Fig. 1: run 1, metal layers overlaid
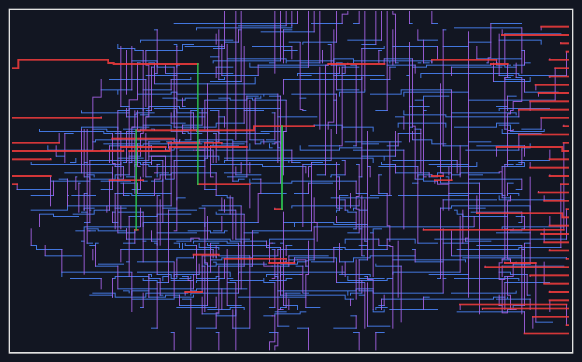
Fig. 2: run 1, I/O pins on the die edge
Pins as bars across the die edge, other pins in gray.
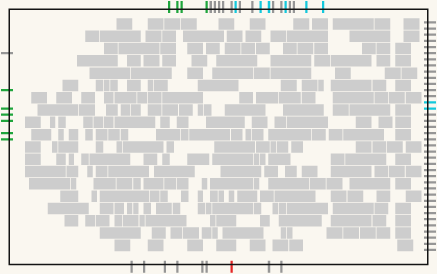
Fig. 3: run 1, sequential cells grouped by signal name
Other sequential cells in the stronger gray, the rest of the logic in the fainter gray.
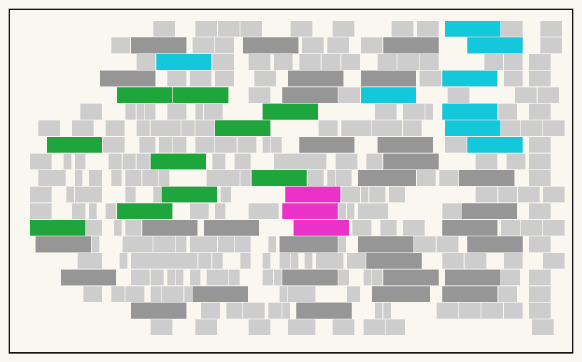
Fig. 4: run 1, clock routing
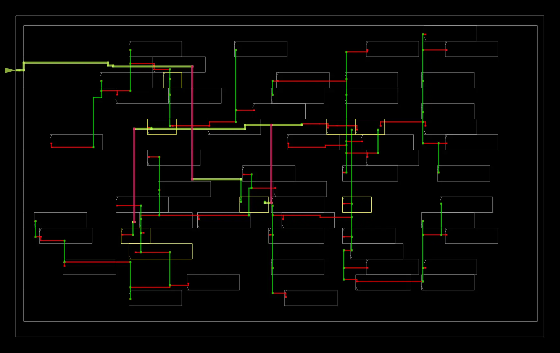
## src/rtl/vga_timing_gen.sv

```systemverilog
`default_nettype none
// ============================================================================
// Module   : vga_timing_gen
// Summary  : VGA raster counters, blanked/registered RGB, sync and frame tick.
// Revision : 1.0 - initial release
// ============================================================================
module vga_timing_gen #(
    parameter int CLK_DIV   = 2,
    parameter int H_VISIBLE = 640,
    parameter int H_FRONT   = 16,
    parameter int H_SYNC    = 96,
    parameter int H_BACK    = 48,
    parameter int V_VISIBLE = 480,
    parameter int V_FRONT   = 10,
    parameter int V_SYNC    = 2,
    parameter int V_BACK    = 33
) (
    input  logic       clk_i,
    input  logic       rst_i,
    output logic [9:0] draw_xpos_o,
    output logic [9:0] draw_ypos_o,
    input  logic [7:0] red_i,
    input  logic [7:0] green_i,
    input  logic [7:0] blue_i,
    output logic [7:0] red_o,
    output logic [7:0] green_o,
    output logic [7:0] blue_o,
    output logic       hsync_o,
    output logic       vsync_o,
    output logic       blank_o,
    output logic       pix_en_o,
    output logic       frame_tick_o
);

    localparam int c_H_TOTAL = H_VISIBLE + H_FRONT + H_SYNC + H_BACK;
    localparam int c_V_TOTAL = V_VISIBLE + V_FRONT + V_SYNC + V_BACK;

    generate
        if (c_H_TOTAL > 1024 || c_V_TOTAL > 1024) begin : g_bad_totals
            $error("vga_timing_gen: H_TOTAL and V_TOTAL must not exceed 1024");
        end
        if (CLK_DIV < 1 || CLK_DIV > 8) begin : g_bad_div
            $error("vga_timing_gen: CLK_DIV must lie in 1..8");
        end
    endgenerate

    localparam logic [2:0]  c_DIV_LAST = 3'(CLK_DIV - 1);
    localparam logic [9:0]  c_H_LAST   = 10'(c_H_TOTAL - 1);
    localparam logic [9:0]  c_V_LAST   = 10'(c_V_TOTAL - 1);
    localparam logic [9:0]  c_V_TICK   = 10'(V_VISIBLE - 1);
    // 11-bit bounds so a sync window ending exactly at 1024 does not wrap
    localparam logic [10:0] c_H_VIS    = 11'(H_VISIBLE);
    localparam logic [10:0] c_HS_BEG   = 11'(H_VISIBLE + H_FRONT);
    localparam logic [10:0] c_HS_END   = 11'(H_VISIBLE + H_FRONT + H_SYNC);
    localparam logic [10:0] c_V_VIS    = 11'(V_VISIBLE);
    localparam logic [10:0] c_VS_BEG   = 11'(V_VISIBLE + V_FRONT);
    localparam logic [10:0] c_VS_END   = 11'(V_VISIBLE + V_FRONT + V_SYNC);

    logic [2:0] r_div;
    logic [9:0] r_h_cnt;
    logic [9:0] r_v_cnt;
    logic [7:0] r_red;
    logic [7:0] r_green;
    logic [7:0] r_blue;
    logic       r_hsync;
    logic       r_vsync;
    logic       r_blank;
    logic       r_tick;

    logic        w_pix_en;
    logic        w_h_wrap;
    logic        w_v_wrap;
    logic        w_vis;
    logic        w_hs_act;
    logic        w_vs_act;
    logic [10:0] w_h_ext;
    logic [10:0] w_v_ext;

    assign w_pix_en = (r_div == c_DIV_LAST);
    assign w_h_wrap = (r_h_cnt == c_H_LAST);
    assign w_v_wrap = (r_v_cnt == c_V_LAST);
    assign w_h_ext  = {1'b0, r_h_cnt};
    assign w_v_ext  = {1'b0, r_v_cnt};
    assign w_vis    = (w_h_ext < c_H_VIS) && (w_v_ext < c_V_VIS);
    assign w_hs_act = (w_h_ext >= c_HS_BEG) && (w_h_ext < c_HS_END);
    assign w_vs_act = (w_v_ext >= c_VS_BEG) && (w_v_ext < c_VS_END);

    always_ff @(posedge clk_i or posedge rst_i) begin
        if (rst_i) begin
            r_div   <= 3'd0;
            r_h_cnt <= 10'd0;
            r_v_cnt <= 10'd0;
            r_red   <= 8'd0;
            r_green <= 8'd0;
            r_blue  <= 8'd0;
            r_hsync <= 1'b1;
            r_vsync <= 1'b1;
            r_blank <= 1'b1;
            r_tick  <= 1'b0;
        end else begin
            r_div  <= w_pix_en ? 3'd0 : r_div + 3'd1;
            // Counters are about to become (0, V_VISIBLE): start of vertical blank
            r_tick <= w_pix_en && w_h_wrap && (r_v_cnt == c_V_TICK);
            if (w_pix_en) begin
                r_h_cnt <= w_h_wrap ? 10'd0 : r_h_cnt + 10'd1;
                if (w_h_wrap) begin
                    r_v_cnt <= w_v_wrap ? 10'd0 : r_v_cnt + 10'd1;
                end
                r_blank <= ~w_vis;
                r_red   <= w_vis ? red_i   : 8'd0;
                r_green <= w_vis ? green_i : 8'd0;
                r_blue  <= w_vis ? blue_i  : 8'd0;
                r_hsync <= ~w_hs_act;
                r_vsync <= ~w_vs_act;
            end
        end
    end

    assign draw_xpos_o  = r_h_cnt;
    assign draw_ypos_o  = r_v_cnt;
    assign red_o        = r_red;
    assign green_o      = r_green;
    assign blue_o       = r_blue;
    assign hsync_o      = r_hsync;
    assign vsync_o      = r_vsync;
    assign blank_o      = r_blank;
    assign pix_en_o     = w_pix_en;
    assign frame_tick_o = r_tick;

endmodule
`default_nettype wire
```

## config.mk

```make
export PLATFORM = sky130hd
export DESIGN_NAME = vga_timing_gen
export DESIGN_NICKNAME = d
export VERILOG_FILES = /design/src/rtl/vga_timing_gen.sv
export SDC_FILE = /design/constraint.sdc
export NUM_CORES = 1
export LEC_CHECK = 0
export CAP_MARGIN = 20
export CORE_ASPECT_RATIO = 0.6
export CORE_MARGIN = 1
export CORE_UTILIZATION = 45
export DETAILED_ROUTE_END_ITERATION = 6
export PLACE_DENSITY = 0.77
export SETUP_SLACK_MARGIN = 0.3
export SYNTH_ARGS = -nofsm -noshare
export SYNTH_HDL_FRONTEND = slang
export SYNTH_SLANG_ARGS = --single-unit
```

## constraint.sdc

```tcl
create_clock -name clk_i -period 2.7 [get_ports clk_i]
set_clock_uncertainty 0.05 [all_clocks]
set_input_delay 0.54 -clock clk_i [delete_from_list [all_inputs] [get_ports clk_i]]
set_output_delay 0.54 -clock clk_i [all_outputs]
set_load 0.01 [all_outputs]
```

==> impl_metrics.tcl, run 1 <==
# flow metrics
set metrics [dict create \
    status "finished clean" \
    holdWs_ns 0.4477 \
    tapcell.inserted 63 \
    drt_iter0_markers 89 \
    fp_nets 215 \
    power_frac_clock 0.380 \
    core_mm2 0.004636 \
    nonClockInverterCount 8 \
    seq_power_share 0.539 \
    syn_avg_cell_area_um2 11.88 \
    r2r_start "r_div[1]$_DFF_PP0_" \
    report.final.slew_viol_count 0 \
    synth.cellmix.simpleShare 0.1617 \
    antenna_left 0 \
    cp.depth 5 \
    final_util 0.6815 \
    reg2reg_depth 5 \
    pwr-share-comb 0.081 \
    cts_tree "done" \
    arrival_ns 2.43 \
    met1_usage 0.3538 \
    required_ns 2.90 \
    path_class "reg -> reg" \
    cts_buffer_depth 2 \
    worstReg2RegEnd "draw_ypos_o[3]$_DFFE_PP0P_" \
    switching_share 0.2074 \
    adder_share 0.02278 \
    clockNetworkAreaShare 0.03842 \
    fillers 358 \
    cts_resized 1 \
    hpwlAfterDp_um 3650 \
    warnings 29 \
    flop_cell "dfrtp_1" \
    finalSetupViolCount 0 \
    logic_family "simple AND/OR/NAND/NOR gates" \
    yosys-top-cells-count "dfrtp_1 (48), a22o_1 (24), nand2_1 (16)" \
    comb_cell_power_w 0.000119 \
    comb_area_um2 844.6 \
    drc_errors 0 \
    grt-ovfl-total 0 \
    min_from "hsync_o$_DFFE_PP1N_" \
    cp_max_fo 35 \
    p_int_w 0.001163 \
    maxCapViolCount 0 \
    gp_congestion 0.7810 \
    syn_inst 185 \
    most_common_cell "dfrtp_1" \
    area_growth_pct 43.79 \
    nonClkBufAreaFrac 0.2543 \
    ctsHoldBuffers 0 \
    setup.worst_path.start "r_div[1]$_DFF_PP0_" \
    grt_antenna_before_repair 0 \
    p_per_area_mw_per_mm2 464.5 \
    htreeDepth 2 \
    r2r_slack_ns 0.47 \
    nClkBuffers 6 \
    met3WireLength_um 454 \
    multi_input_comb_cells 118 \
    ys.flops 51 \
    grt_max_degree 36 \
    synth.area.mux_share 0.01424 \
    top_area_cell "dfrtp_1" \
    nets 296 \
    endpoint "draw_ypos_o[3]$_DFFE_PP0P_" \
    largest_cell_class "sequential cells" \
    top_usage_layer "met1" \
    p_total_w 0.001468 \
    grt_first_pass_wirelength_um 8790 \
    vias 1783 \
    sh_seq_area 0.4051 \
    crit_chain "or3b_1 -> buf_4 -> or4_1 -> nor4b_2 -> a21o_1" \
    dp.cells 321 \
    via_per_inst 5.403 \
    wirelength_um 5168 \
    async_flop_share 1.000 \
    start_kind "flip-flop" \
    holdPathEnd "hsync_o$_DFFE_PP1N_" \
    ys_cells 185 \
    fmax_ghz 0.4476 \
    use_met3 0.06421 \
    enable_flop_cells 0 \
    pre_cts_slack_ns 0.5067 \
    dieArea_mm2 0.005175 \
    grt_pass1_vias 1659 \
    postPlaceCellArea_mm2 0.003027 \
    wl_per_cell_um 15.66 \
]
About Fig. 1:
metal 3 -> red  # wire length 455 um
metal 4 -> green  # wire length 49.6 um
metal 1 -> blue  # wire length 2580 um
metal 2 -> purple  # wire length 2090 um

About Fig. 2:
`draw_ypos_o` -> green  # pins 10, direction output, edge 6 west, 4 north
`red_o` -> cyan  # pins 8, direction output, edge 6 north, 2 east
`pix_en_o` -> red  # pins 1, direction output, edge south
die height: 56.13 um
die x size: 92.21 um
port buffer count: 74

About Fig. 3:
`draw_ypos_o` -> green  # flops 10
`r_div` -> magenta  # flops 3
`green_o` -> cyan  # flops 8, where north-east
not colored = 30
register area: 0.001280 mm^2
Sequential Power: 0.000791 W

About Fig. 4:
flip-flops: 51
clock network power: 0.000557 W
worst skew pair latency: 0.30 ns

-- run 1: flip-flops by register name (all words and copies together), names as in the netlist --
signal        count
green_o           8
blue_o            8
draw_ypos_o      10
blank_o           1
frame_tick_o      1
red_o             8
vsync_o           1
hsync_o           1
r_div             3
draw_xpos_o      10
-- run 1: cell usage in the layout, fill, tap and decap left out, types with 4 or more instances in the layout --
master	instances
a22o_1	24
nand3_1	6
clkbuf_8	6
inv_1	6
xnor2_1	5
nand2_1	16
buf_4	8
nand4_1	4
nor2_1	7
o21ai_0	8
clkdlybuf4s50_1	73
xor2_1	4
nor3_1	4
and4_1	4
dfrtp_1	48
ha_1	4
-- run 1: logic make-up after synthesis --
family,count (synthesis)
adders and majority gates,4
and+or+nand+nor,59
muxes,3
AOI/OAI and AO/OA,43
buffers and inverters,16
DFF,51
xor gates and xnor gates,9
Fig. 5: run 1, logic cells by family
The bar under the picture is 20 um long.
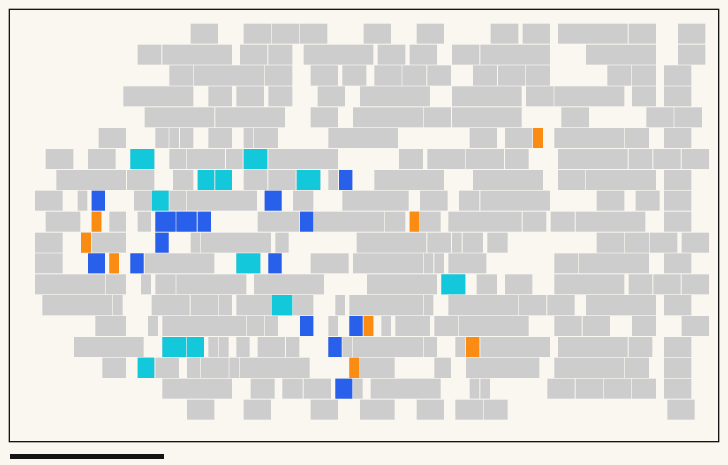

--- run 2 (diff from run 1) ---
==> constraint.sdc (replaced) <==
create_clock -name clk_i -period 2.3 [get_ports clk_i]
set_clock_uncertainty 0.05 [all_clocks]
set_input_delay 0.46 -clock clk_i [delete_from_list [all_inputs] [get_ports clk_i]]
set_output_delay 0.46 -clock clk_i [all_outputs]
set_load 0.01 [all_outputs]
Fig. 6: run 2, logic cells by family
The bar under the picture is 20 um long.
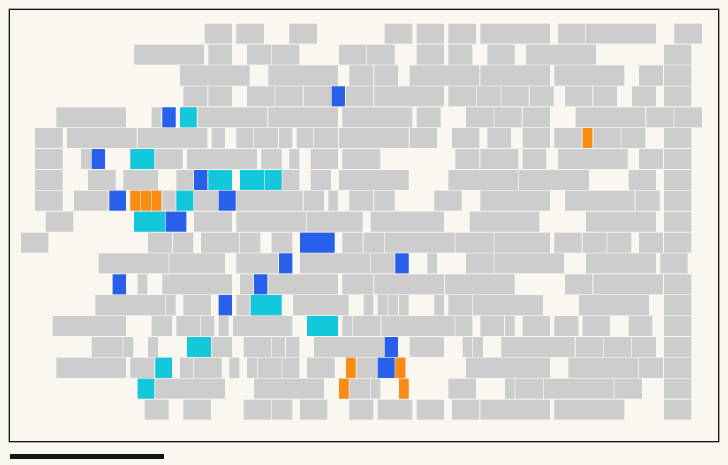
inverters -> orange  # cells 8, most used inv_1
AND and OR gates -> cyan  # cells 12, most used and4_1
inverting AOI/OAI gates -> blue  # cells 15, most used o21ai_0
logic share of the area: 0.2621
Commonest Layout Cell: clkdlybuf4s50_1
final cell count without fillers: 339

Fig. 7: run 2, clock routing
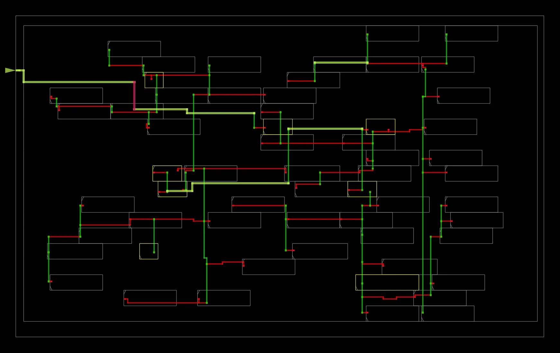
clock buffer count from CTS: 5
clock network power: 0.000643 W
clock buffer count: 5
clk sinks: 51

==> run 2 against run 1 <==
Global-route usage barely moved. Count of clock-buffer cells in the layout fell by 1. Design area rose by 5.6%. Setup slack got worse by 0.15 ns. Largest cell class unchanged.
==> impl_metrics.tcl, run 2 <==
# flow metrics
set metrics [dict create \
    tapcell.inserted 63 \
    required_ns 2.49 \
    drt_iter0_markers 125 \
    r2r_start "r_div[2]$_DFF_PP0_" \
    top_usage_layer "met1" \
    clock_latency_ns 0.30 \
    logic_family "simple AND/OR/NAND/NOR gates" \
    wirelength_um 5762 \
    flop_cell "dfrtp_1" \
    syn_inst 185 \
    numPortBuffers 74 \
    holdWs_ns 0.3730 \
    multi_input_comb_cells 118 \
    use_met3 0.06148 \
    drc_errors 0 \
    syn_avg_cell_area_um2 11.88 \
    enable_flop_cells 0 \
    cp_max_fo 7 \
    synth.area.mux_share 0.01424 \
    comb_cell_power_w 0.000142 \
    adder_share 0.02278 \
    ctsHoldBuffers 0 \
    fillers 319 \
    postPlaceCellArea_mm2 0.003044 \
    top_area_cell "dfrtp_1" \
    fmax_ghz 0.5042 \
    maxCapViolCount 0 \
    grt-ovfl-total 0 \
    report.final.slew_viol_count 0 \
    start_kind "flip-flop" \
    dp.cells 320 \
    most_common_cell "dfrtp_1" \
    clockNetworkAreaShare 0.03487 \
    pwr-share-comb 0.083 \
    met3WireLength_um 426 \
    status "finished clean" \
    die_h_um 56.13 \
    vias 1857 \
    met2WireLength_um 2438 \
    fp_nets 215 \
    gp_congestion 0.8450 \
    htreeDepth 2 \
    largest_cell_class "sequential cells" \
    grt_antenna_before_repair 0 \
    setup.worst_path.start "r_div[2]$_DFF_PP0_" \
    p_total_w 0.001713 \
    wl_per_cell_um 17.00 \
    arrival_ns 2.17 \
    final_util 0.7198 \
    via_per_inst 5.478 \
    area_growth_pct 51.88 \
    cts_tree "done" \
    grt_first_pass_wirelength_um 8880 \
    finalSetupViolCount 0 \
    met1_usage 0.3614 \
    pre_cts_slack_ns 0.2356 \
    switching_share 0.2183 \
    lay_top_cells "clkdlybuf4s50_1 (73), dfrtp_1 (47), a22o_1 (24)" \
    seq-power_w 0.000929 \
    nets 305 \
    synth.cellmix.simpleShare 0.1617 \
    sh_seq_area 0.3840 \
    cts_buffer_depth 2 \
    nonClockInverterCount 8 \
    grt_max_degree 37 \
    seq_power_share 0.542 \
    hpwlAfterDp_um 3608 \
    dieArea_mm2 0.005175 \
    cts.clk_slew.worst_paths_ns 0.11 \
    yosys-top-cells-count "dfrtp_1 (48), a22o_1 (24), nand2_1 (16)" \
    p_int_w 0.001339 \
    crit_chain "or3b_4 -> buf_6 -> or4_4 -> nor4b_2 -> a21o_1" \
    p_per_area_mw_per_mm2 513.4 \
    antenna_left 0 \
    fp-row-count 19 \
]
Fig. 8: run 2, sequential cells grouped by signal name
Other sequential cells in the stronger gray, the rest of the logic in the fainter gray.
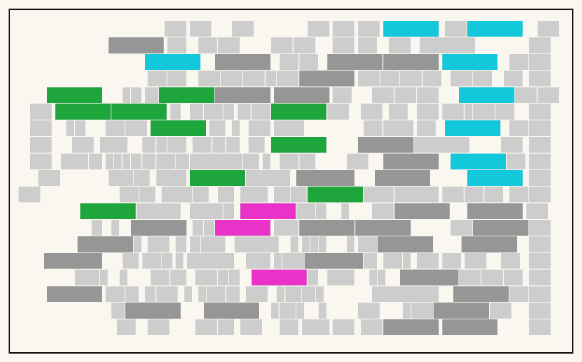
`draw_ypos_o` -> green  # flops 10
`r_div` -> magenta  # flops 3
`green_o` -> cyan  # flops 8, where north-east

## run 2: cell counts after synthesis
No cell type changed its count.
## run 2: worst paths after layout
path / endpoint / slack [ns] / depth (start not counted)
setup / recovery: draw_ypos_o[3]$_DFFE_PP0P_ / 0.32 / 5
hold / removal: green_o[4]$_DFFE_PP0N_ / 0.37 / 2
setup reg to reg: draw_ypos_o[3]$_DFFE_PP0P_ / 0.32 / 5
hold reg to reg: hsync_o$_DFFE_PP1N_ / 0.45 / 2
max in group asynchronous: hsync_o$_DFFE_PP1N_ / 1.25 / 3
min in group clk_i: hsync_o$_DFFE_PP1N_ / 0.45 / 2
## run 2: critical path: cells and delay by family, from the launching register on
kind	cells	cell delay, ns
compound gates	1	0.10
buf+inv	1	0.16
flops	1	0.40
simple gates	3	1.21
Fig. 9: run 2, I/O pins on the die edge
Pins as bars across the die edge, other pins in gray.
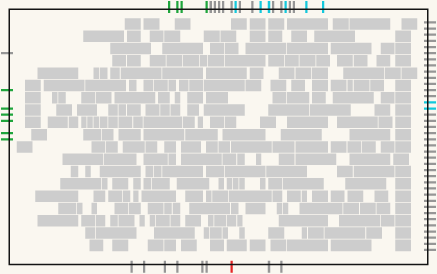

--- run 3 (diff from run 2) ---
--- a/config.mk
+++ b/config.mk
@@ -12,6 +12,7 @@
 export DETAILED_ROUTE_END_ITERATION = 6
 export PLACE_DENSITY = 0.77
 export SETUP_SLACK_MARGIN = 0.3
+export SKIP_CTS_REPAIR_TIMING = 1
 export SYNTH_ARGS = -nofsm -noshare
 export SYNTH_HDL_FRONTEND = slang
 export SYNTH_SLANG_ARGS = --single-unit
Fig. 10: run 3, I/O pins on the die edge
Pins as bars across the die edge, other pins in gray.
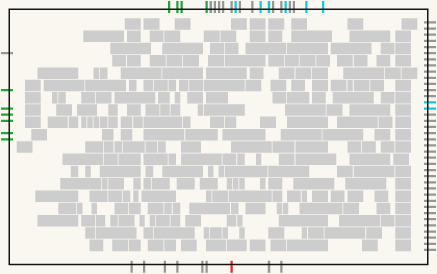
`red_o` -> cyan  # pins 8, direction output, edge 6 north, 2 east
`draw_ypos_o` -> green  # pins 10, direction output, edge 6 west, 4 north
`pix_en_o` -> red  # pins 1, direction output, edge south

Fig. 11: run 3, metal layers overlaid
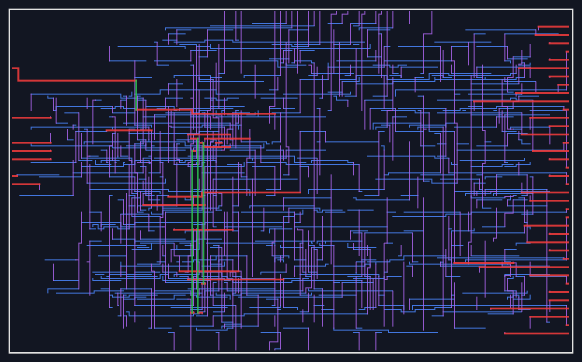
metal 1 -> blue  # wire length 2730 um
metal 4 -> green  # wire length 83.0 um
metal 3 -> red  # wire length 357 um
metal 2 -> purple  # wire length 2150 um

Fig. 12: run 3, sequential cells grouped by signal name
Other sequential cells in the stronger gray, the rest of the logic in the fainter gray.
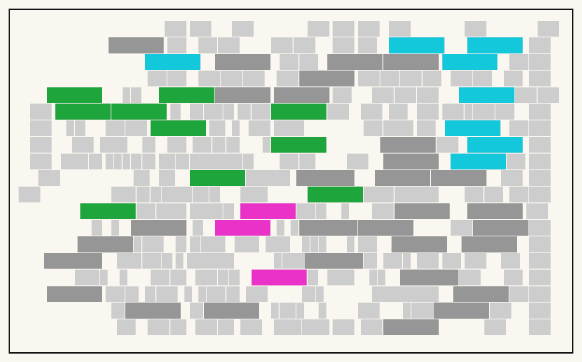
`green_o` -> cyan  # flops 8, where north-east
`r_div` -> magenta  # flops 3
`draw_ypos_o` -> green  # flops 10
not colored = 30
register area: 0.001282 mm^2
Sequential Power: 0.000928 W
Finished Core Util: 0.6953
Seq area share: 0.3979

==> run 3 against run 2 <==
Sequential power barely moved. Total power fell by 0.67%. Cell count fell by 2.4%. Non-clock buffer count fell by 8. Sequential share of layout area rose by 1.4 points. Clock power fell by 2%. Area after synthesis did not move. Critical path type is now reg -> out.
==> impl_metrics.tcl, run 3 <==
# flow metrics
set metrics [dict create \
    syn_inst 185 \
    pre_cts_slack_ns 0.2356 \
    dp.cells 320 \
    clock_latency_ns 0.30 \
    area_growth_pct 46.70 \
    async_flop_share 1.000 \
    crit_chain "clkdlybuf4s50_1" \
    pg_clk_w 0.000633 \
    p_total_w 0.001702 \
    warnings 29 \
    comb_cell_power_w 0.000140 \
    via_per_inst 5.462 \
    cp_max_fo 8 \
    setup.worst_path.start "draw_ypos_o[5]$_DFFE_PP0P_" \
    use_met3 0.05874 \
    gp_congestion 0.8450 \
    ys_cells 185 \
    status "finished clean" \
    synth.cellmix.simpleShare 0.1617 \
    report.final.slew_viol_count 0 \
    layout_top_cell "clkdlybuf4s50_1" \
    p_per_area_mw_per_mm2 528.0 \
    htreeDepth 2 \
    cts_tree "done" \
    endpoint "draw_ypos_o[5]" \
    cts_sinks 51 \
    synth.distinct_cells 39 \
    r2r_start "draw_xpos_o[1]$_DFFE_PP0N_" \
    drc_errors 0 \
    most_common_cell "dfrtp_1" \
    yosys-top-cells-count "dfrtp_1 (48), a22o_1 (24), nand2_1 (16)" \
    layoutNonFillerInstCount 331 \
    fp_nets 215 \
    grt_usage 0.2134 \
    finalSetupViolCount 0 \
    die_h_um 56.13 \
    dieArea_mm2 0.005175 \
    flop_cell "dfrtp_1" \
    synth.area.mux_share 0.01424 \
    adder_share 0.02278 \
    postPlaceCellArea_mm2 0.003044 \
    antenna_left 0 \
    grt_first_pass_wirelength_um 8562 \
    top_usage_layer "met1" \
    fmax_ghz 0.5110 \
    required_ns 1.79 \
    switching_share 0.2132 \
    cts.clk_slew.worst_paths_ns 0.10 \
    drt_iter0_markers 96 \
    worstReg2RegEnd "draw_ypos_o[3]$_DFFE_PP0P_" \
    logic_family "simple AND/OR/NAND/NOR gates" \
    met1_usage 0.3554 \
    start_kind "flip-flop" \
    critPathBufInv 1 \
    enable_flop_cells 0 \
    vias 1808 \
    seq_power_share 0.546 \
    grt_antenna_before_repair 0 \
    maxCapViolCount 0 \
    fp-row-count 19 \
    grt_max_degree 37 \
    arrival_ns 1.45 \
    cp.depth 1 \
    syn_avg_cell_area_um2 11.88 \
    top_area_cell "dfrtp_1" \
    cpLargestDelayFamily "buffers and inverters" \
    wirelength_um 5321 \
    nets 297 \
    wl_per_cell_um 16.08 \
    fillers 330 \
    holdWs_ns 0.3767 \
    cts_buffer_depth 2 \
    p_int_w 0.001339 \
    lay_top_cells "clkdlybuf4s50_1 (73), dfrtp_1 (46), a22o_1 (24)" \
    grt-ovfl-total 0 \
    pwr-share-comb 0.083 \
    numCtsBuffers 5 \
    hpwlAfterDp_um 3608 \
    core_mm2 0.004636 \
]
==> run 3: netlist changes by cell type in the layout (fill, tap and decap cells not counted) <==
cell and change:
dlymetal6s2s_1 +1, nand2b_2 -1, dfrtp_1 -1, buf_12 -2
buf_4 -5, buf_6 +1, nand2b_1 +1, clkbuf_16 -2
dfrtp_2 +1, dlygate4sd2_1 -1
==> run 3: cell type report <==
class	instances	area [um^2]	share of cell area
clock buffer	5	68.82	0.02135
clock inverter	3	47.55	0.01475
timing repair buffer	83	843.3	0.2616
multi-input combinational	118	872.1	0.2706
tap	63	78.83	0.02446
inverter	8	30.03	0.009317
sequential	51	1282	0.3979
==> run 3: routing by layer <==
metal  share of wire  routed length (um)  vias up
li1                -                   -      839
met1            0.51                2730      886
met2            0.40                2150       75
met3           0.067                 357        8
met4           0.015                  82        0
met5               0                   0        -
Power is estimated from default activity; no workload was simulated.
